==> src/rtl/gtech_serial_sub.sv <==
// gtech_serial_sub: bit-serial subtractor, one full-subtractor slice per clock, LSB first
module gtech_serial_sub #(
    parameter int WIDTH = 8
) (
    input  logic             clk,
    input  logic             rst_n,
    input  logic             start,
    input  logic [WIDTH-1:0] a,
    input  logic [WIDTH-1:0] b,
    input  logic             bin,
    output logic             busy,
    output logic             done,
    output logic [WIDTH-1:0] d,
    output logic             bout
);
    localparam int CW = $clog2(WIDTH);

    typedef enum logic [1:0] {S_IDLE, S_RUN, S_DONE} state_t;

    state_t           state;
    logic [WIDTH-1:0] ra, rb, res, res_next;
    logic [CW-1:0]    cnt;
    logic             br, dbit, br_next;

    always_comb begin
        dbit     = ra[0] ^ rb[0] ^ br;
        br_next  = (~ra[0] & rb[0]) | (~(ra[0] ^ rb[0]) & br);
        res_next = {dbit, res[WIDTH-1:1]};
    end

    always_ff @(posedge clk or negedge rst_n) begin
        if (!rst_n) begin
            state <= S_IDLE;
            ra    <= '0;
            rb    <= '0;
            res   <= '0;
            cnt   <= '0;
            br    <= 1'b0;
            busy  <= 1'b0;
            done  <= 1'b0;
            d     <= '0;
            bout  <= 1'b0;
        end else if (state == S_RUN) begin
            ra  <= ra >> 1;
            rb  <= rb >> 1;
            res <= res_next;
            br  <= br_next;
            cnt <= cnt + CW'(1);
            if (cnt == CW'(WIDTH - 1)) begin
                d     <= res_next;
                bout  <= br_next;
                busy  <= 1'b0;
                done  <= 1'b1;
                state <= S_DONE;
            end
        end else begin
            // IDLE and DONE accept a request identically, giving back-to-back operation
            done <= 1'b0;
            if (start) begin
                ra    <= a;
                rb    <= b;
                br    <= bin;
                cnt   <= '0;
                busy  <= 1'b1;
                state <= S_RUN;
            end else begin
                state <= S_IDLE;
            end
        end
    end
endmodule
==> config.mk <==
export PLATFORM = sky130hd
export DESIGN_NAME = gtech_serial_sub
export DESIGN_NICKNAME = d
export VERILOG_FILES = /design/src/rtl/gtech_serial_sub.sv
export SDC_FILE = /design/constraint.sdc
export NUM_CORES = 1
export LEC_CHECK = 0
export ABC_AREA = 0
export CELL_PAD_IN_SITES_DETAIL_PLACEMENT = 1
export CELL_PAD_IN_SITES_GLOBAL_PLACEMENT = 1
export CORE_MARGIN = 2
export CORE_UTILIZATION = 44
export DETAILED_ROUTE_END_ITERATION = 10
export PLACE_DENSITY_LB_ADDON = 0.1
export SLEW_MARGIN = 0
export SYNTH_ARGS = -nofsm -noshare
export SYNTH_HDL_FRONTEND = slang
export SYNTH_SLANG_ARGS = --single-unit
==> constraint.sdc <==
create_clock -name clk -period 4.4 [get_ports clk]
set_input_delay 1.1 -clock clk [delete_from_list [all_inputs] [get_ports clk]]
set_output_delay 1.1 -clock clk [all_outputs]
set_load 0.01 [all_outputs]
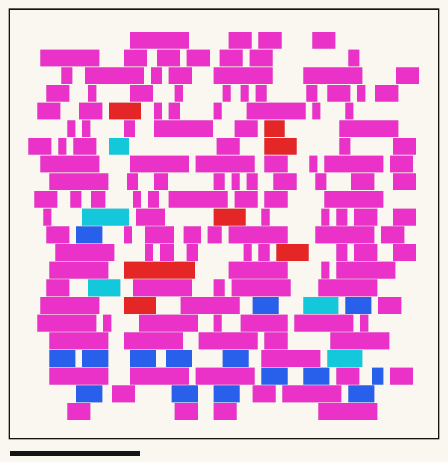
(images/drive_strength.png)
Scale bar: 20 um.
- blue: drive 2 (cells 15; share 9.2%)
- magenta: drive 1 or less (cells 136; share 83%)
- red: drive 6 and up (cells 7; share 4.3%)
- cyan: drive 3 to 4 (cells 5; share 3.1%)

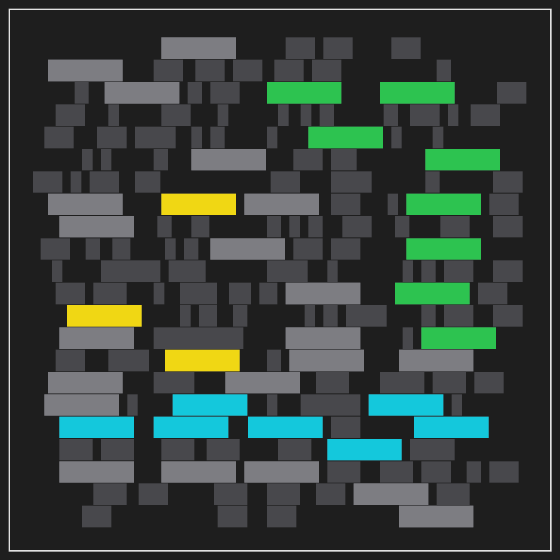
(images/registers.png)
- yellow: `cnt` (placed flops 3)
- green: `rb` (placed flops 8)
- cyan: `res` (placed flops 7)
- not colored: 21

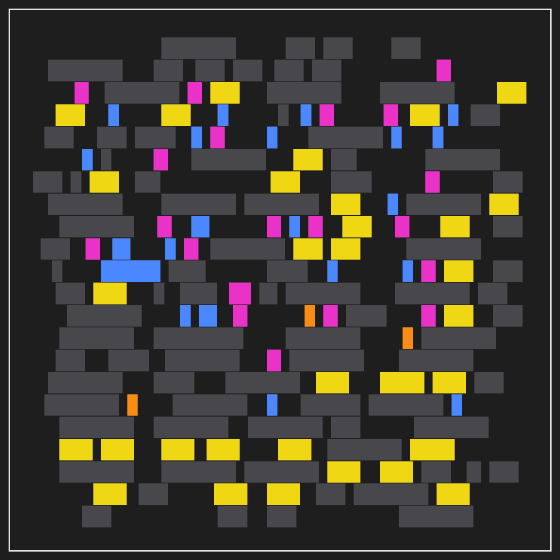
(images/gate_families.png)
- blue: NAND gates (cells 21)
- yellow: multiplexers (cells 32; where spread over the die)
- orange: inverters (cells 3)
- magenta: inverting AOI/OAI gates (cells 20)
Commonest Layout Cell: dfrtp_1
non-filler instance count after layout: 211
Comb area share: 30.4%

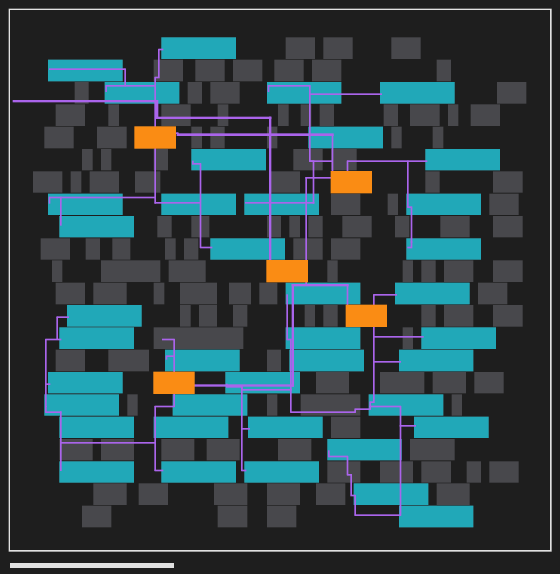
(images/clock_map.png)
Scale bar: 20 um.
- orange: cells driving clock nets (count 5)
- cyan: flip-flops (count 39)
- purple: clock wires (length 444 um)
- flops lie: spread over the die

==> results.yml <==
# physical design summary
routing:
  drt_pass1_iterations: 4
  drc: 0
clock_network:
  htreeDepth: 2
  cts_resized: 0
  clk_latency_ns: 0.29
  clk_pin_slew_worst_paths_ns: 0.08
  clock-sinks: 39
die:
  die_x_um: 65.9
  coreArea_um2: 3660
  fp-row-count: 22
  io_pins: 31
sta:
  rsz0062_at_grt: "no"
  hold_viol: 0
  fin_crit_ns: 2.63
  setup_tns_ns: 0
power:
  p_per_area_nw_per_um2: 697
worst_setup_path:
  rr_endpoint: "cnt[0]$_DFFE_PN0P_"
  crit_path_start_kind: "primary input"
  arrival_ns: 2.81
  cp-end-kind: "flop"
grt:
  track_usage_pct: 15.5
yosys:
  synth_chip_area_um2: 1680
  ys_cells: 133
  synth_cells: 133
  syn_nets: 156
  synth_area_um2: 1680
hold_path:
  hold_class: "reg -> reg"
run:
  tool_warnings: 26
placement:
  io_buffers: 30
status:
  status: "completed"
final_layout:
  final_util_pct: 57.2
  syn_to_final_growth_pct: 24.4
==> synthesized netlist by cell type <==
master	count
dfrtp_1	39
nand2_1	17
o21ai_0	17
mux2i_1	16
mux2_2	14
nor2_1	5
buf_4	3
inv_1	3
nand2b_1	3
a21oi_1	2
buf_2	2
buf_6	2
ha_1	2
mux2_4	2
a211oi_1	1
clkbuf_2	1
fa_1	1
nand3b_4	1
nor2b_1	1
nor2b_4	1
==> routing by layer <==
metal / part of all wire, % / GRT usage, %
met1: 44 / 18.4
met5: 0 / 0
met3: 5.7 / 5.45
met2: 49 / 25.5
met4: 1.0 / 6.25
==> worst max-delay path by stage <==
| stage | from | endpoint | slack (ns) | cells after the start |
|---|---|---|---|---|
| 4_1_cts | start | cnt[0]$_DFFE_PN0P_ | 1.76 | 3 |
| 6_report | start | cnt[0]$_DFFE_PN0P_ | 1.77 | 3 |
| 5_1_grt | start | ra[6]$_DFFE_PN0P_ | 1.67 | 3 |
| 3_3_place_gp | start | cnt[0]$_DFFE_PN0P_ | 1.51 | 3 |
| 3_5_place_dp | start | cnt[0]$_DFFE_PN0P_ | 1.43 | 3 |
| 2_1_floorplan | start | cnt[0]$_DFFE_PN0P_ | 2.63 | 3 |
==> metrics by stage <==
step	hold slack, ns	worst slack [ns]	instance area [um^2]	total power, mW
after floorplan	0.449	2.63	1680	1.01
after global placement	0.460	1.51	1980	1.14
after detailed placement	0.470	1.43	1980	1.17
after CTS	0.498	1.76	2100	1.48
after global routing	0.515	1.67	2100	1.58
final	0.489	1.77	2100	1.46
==> critical path, cell delays in order <==
cell,delay (ns)
clkdlybuf4s50_1,1.22
nor2_1,0.17
mux2_2,0.31
==> cells by family (layout without fill, tap and decap cells) <==
family          after synthesis  in the layout  synth area share, %
buf+inv                      11             41                 4.23
compound gates               20             20                 6.09
simple gates                 28             28                 8.40
flops                        39             39                 57.9
mux                          32             32                 20.7
fa+ha+maj                     3              3                 2.67
==> flip-flops by register name, indices dropped and copies added, names as in the netlist <==
signal	count
rb	8
bout	1
cnt	3
done	1
br	1
d	8
ra	8
busy	1
res	7
state	1
==> area by class of cell <==
type,instances,area [um^2],area share (%)
Sequential cell,39,976,46.6
Multi-Input combinational cell,83,637,30.4
Timing Repair Buffer,30,295,14.1
Clock buffer,5,68.8,3.28
Tap cell,48,60.1,2.87
Clock inverter,3,47.5,2.27
Inverter,3,11.3,0.537
==> power groups by stage <==
| stage | Sequential [mW] | Combinational [mW] | Clock [mW] |
|---|---|---|---|
| 2_1_floorplan | 0.630 | 0.381 | 0 |
| 3_3_place_gp | 0.621 | 0.519 | 0 |
| 3_5_place_dp | 0.630 | 0.543 | 0 |
| 4_1_cts | 0.624 | 0.548 | 0.311 |
| 5_1_grt | 0.648 | 0.605 | 0.326 |
| 6_report | 0.621 | 0.539 | 0.301 |
Power and IR drop assume default switching activity.
